[config.mk]
export PLATFORM = sky130hd
export DESIGN_NAME = loop_stack_controller
export DESIGN_NICKNAME = d
export VERILOG_FILES = /design/src/rtl/loop_stack_controller.sv
export SDC_FILE = /design/constraint.sdc
export NUM_CORES = 1
export LEC_CHECK = 0
export ABC_AREA = 1
export CORE_UTILIZATION = 26
export CTS_CLUSTER_DIAMETER = 120
export DETAILED_ROUTE_END_ITERATION = 8
export MAX_ROUTING_LAYER = met4
export REMOVE_ABC_BUFFERS = 1
export SLEW_MARGIN = 20
export SYNTH_ARGS = -nofsm -noshare
export SYNTH_HDL_FRONTEND = slang
export SYNTH_SLANG_ARGS = --single-unit
[constraint.sdc]
create_clock -name clk -period 11.6 [get_ports clk]
set_input_delay 2.32 -clock clk [delete_from_list [all_inputs] [get_ports clk]]
set_output_delay 2.32 -clock clk [all_outputs]
set_load 0.05 [all_outputs]
[src/rtl/loop_stack_controller.sv]
// Nested hardware-loop sequencer: a stack of {count, iter, pc} entries that turns
// decoder loop-begin/loop-end events into registered jump/exit pulses for fetch.
module loop_stack_controller #(
    parameter int BITS      = 18,
    parameter int ADDR_BITS = 16,
    parameter int MAX_DEPTH = 4
) (
    input  logic                               clk,
    input  logic                               reset,
    input  logic                               start_valid,
    input  logic [BITS-1:0]                    start_count,
    input  logic [ADDR_BITS-1:0]               start_pc,
    input  logic                               end_valid,
    output logic                               jump_valid,
    output logic [ADDR_BITS-1:0]               jump_target,
    output logic                               loop_exit,
    output logic [$clog2(MAX_DEPTH+1)-1:0]     depth,
    output logic [BITS-1:0]                    inner_iteration,
    output logic                               err_overflow,
    output logic                               err_underflow,
    output logic                               err_zero,
    output logic                               err_collision
);

    localparam int DEPTH_W = $clog2(MAX_DEPTH + 1);
    localparam int IDX_W   = (MAX_DEPTH > 1) ? $clog2(MAX_DEPTH) : 1;

    logic [BITS-1:0]      cnt_q  [MAX_DEPTH];
    logic [BITS-1:0]      iter_q [MAX_DEPTH];
    logic [ADDR_BITS-1:0] pc_q   [MAX_DEPTH];
    logic [DEPTH_W-1:0]   depth_q;

    logic                 jump_vld_p1;
    logic                 exit_vld_p1;
    logic [ADDR_BITS-1:0] jump_target_p1;

    logic                 is_empty;
    logic                 is_full;
    logic [IDX_W-1:0]     top_idx;
    logic [IDX_W-1:0]     push_idx;
    logic [BITS-1:0]      top_cnt;
    logic [BITS-1:0]      top_iter;
    logic [ADDR_BITS-1:0] top_pc;
    logic                 end_ok;
    logic                 repeat_loop;
    logic                 pop_loop;
    logic                 do_push;

    // Widened by one bit so a trip count of all-ones cannot wrap the compare.
    function automatic logic has_next(input logic [BITS-1:0] iter, input logic [BITS-1:0] cnt);
        logic [BITS:0] nxt;
        nxt = {1'b0, iter} + (BITS+1)'(1);
        return nxt < {1'b0, cnt};
    endfunction

    always_comb begin
        is_empty = (depth_q == '0);
        is_full  = (depth_q == DEPTH_W'(MAX_DEPTH));
        top_idx  = IDX_W'(depth_q - DEPTH_W'(1));
        push_idx = IDX_W'(depth_q);
        top_cnt  = '0;
        top_iter = '0;
        top_pc   = '0;
        if (!is_empty) begin
            top_cnt  = cnt_q[top_idx];
            top_iter = iter_q[top_idx];
            top_pc   = pc_q[top_idx];
        end
    end

    // A colliding start is dropped; the end is always the one that gets serviced.
    always_comb begin
        end_ok      = end_valid && !is_empty;
        repeat_loop = end_ok && has_next(top_iter, top_cnt);
        pop_loop    = end_ok && !has_next(top_iter, top_cnt);
        do_push     = start_valid && !end_valid && !is_full && (start_count != '0);
    end

    always_ff @(posedge clk or posedge reset) begin
        if (reset) begin
            depth_q <= '0;
            for (int i = 0; i < MAX_DEPTH; i++) begin
                cnt_q[i]  <= '0;
                iter_q[i] <= '0;
                pc_q[i]   <= '0;
            end
        end else begin
            if (repeat_loop) begin
                iter_q[top_idx] <= top_iter + BITS'(1);
            end
            if (pop_loop) begin
                depth_q <= depth_q - DEPTH_W'(1);
            end else if (do_push) begin
                cnt_q[push_idx]  <= start_count;
                iter_q[push_idx] <= '0;
                pc_q[push_idx]   <= start_pc;
                depth_q          <= depth_q + DEPTH_W'(1);
            end
        end
    end

    // Stage p1: registered redirect/exit pulses, one cycle after end_valid.
    always_ff @(posedge clk or posedge reset) begin
        if (reset) begin
            jump_vld_p1    <= 1'b0;
            exit_vld_p1    <= 1'b0;
            jump_target_p1 <= '0;
        end else begin
            jump_vld_p1 <= repeat_loop;
            exit_vld_p1 <= pop_loop;
            if (repeat_loop) begin
                jump_target_p1 <= top_pc;
            end
        end
    end

    always_ff @(posedge clk or posedge reset) begin
        if (reset) begin
            err_overflow  <= 1'b0;
            err_underflow <= 1'b0;
            err_zero      <= 1'b0;
            err_collision <= 1'b0;
        end else begin
            if (end_valid && is_empty) begin
                err_underflow <= 1'b1;
            end
            if (start_valid && end_valid) begin
                err_collision <= 1'b1;
            end
            if (start_valid && !end_valid) begin
                if (start_count == '0) begin
                    err_zero <= 1'b1;
                end else if (is_full) begin
                    err_overflow <= 1'b1;
                end
            end
        end
    end

    assign jump_valid      = jump_vld_p1;
    assign loop_exit       = exit_vld_p1;
    assign jump_target     = jump_target_p1;
    assign depth           = depth_q;
    assign inner_iteration = top_iter;

endmodule

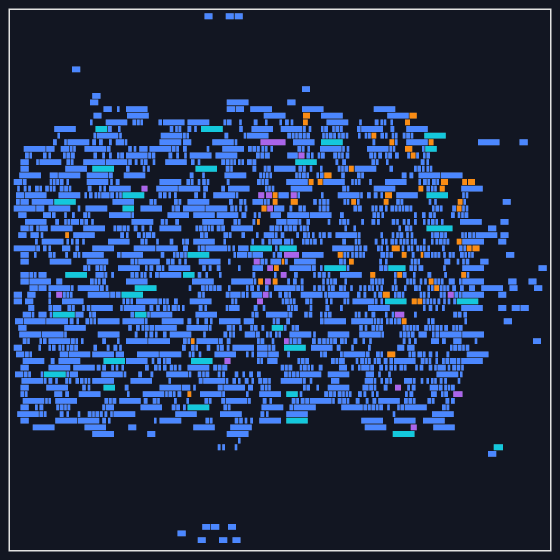
(images/drive_strength.png)
Key: drive 6 and up = cyan [cells 37, share 2.2%]; drive 1 or less = blue [cells 1,588, share 93%]; drive 2 = orange [cells 53, share 3.1%]; drive 3 to 4 = purple [cells 22, share 1.3%]

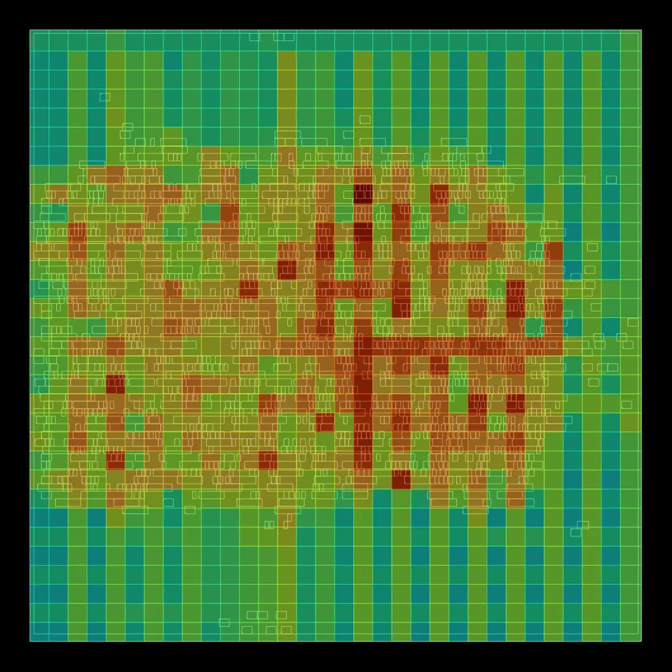
(images/final_congestion.png)
Total Routing Usage GR: 15.20%
routing usage on met3: 2.558%
most congested layer reported by global routing: met2

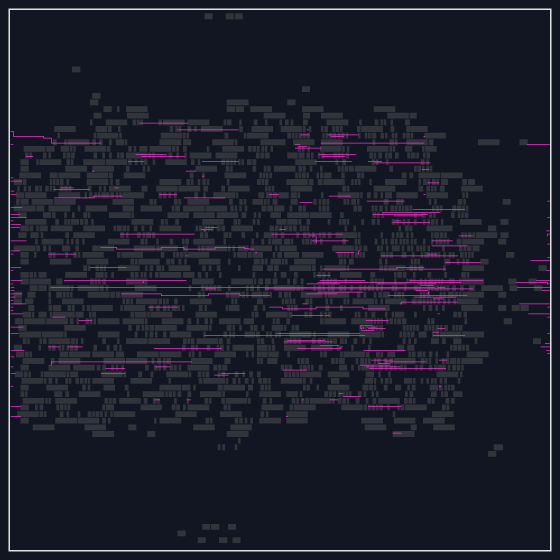
(images/met3.png)
Cells faint in the background.
135 nets have wire on it. The longest straight run is 157 um.

==> metrics.sh <==
OUTCOME='complete, no violations'
TOOL_WARNINGS=32
DRC=0
ROUTE.MET3.WL_UM=2224
CRITICAL_PATH.CELL_CHAIN='inv_4, ha_1, inv_2, nand3_1, nand2_1, nor2_1, clkdlybuf4s50_1'
CLKSINKCOUNT=233
SYNTH-EDFF-COUNT=0
POSTROUTEANTENNANETS=0
POST_ROUTE_CELLS_DRIVE_ABOVE_1_SHARE_PCT=6.588
SYNTHXORXNORAREAFRAC_PCT=0.1398
FINAL_SEQUENTIAL_CELL_COUNT=233
PIN_COUNT_OF_THE_BIGGEST_NET_ENTERING_GLOBAL_ROUTING=112
CP.BUFFERS_INVERTERS=3
MIN_PATH_CELLS=1
SLEW_VIOLATIONS=0
SETUP_WS_NS=4.771
SYN-MEAN-INSTANCE-AREA_UM2=7.539
CTS_TREE='done'
DIODES=0
YS.FLOP_TYPE='dfrtp_1'
SYNTH.CELLMIX.COMPOUNDSHARE_PCT=16.29
SEQUENTIAL_ELEMENT_SHARE_OF_THE_SYNTHESIZED_AREA_PCT=46.53
DP_HPWL_UM=22580
FIN_SKEW_NS=0.01598
HOLD_VIOL=0
CTSROOTBUFFERMASTER='clkbuf_16'
FIN_AREA_UM2=14560
DRTPASS1ITERATIONS=5
FLOORPLAN.CORE_AREA_UM2=47650
WORSTPATHREQUIRED_NS=9.28
AVGVIACOUNTPERCELL=4.832
ROUTABILITYCONGESTION=0.8987
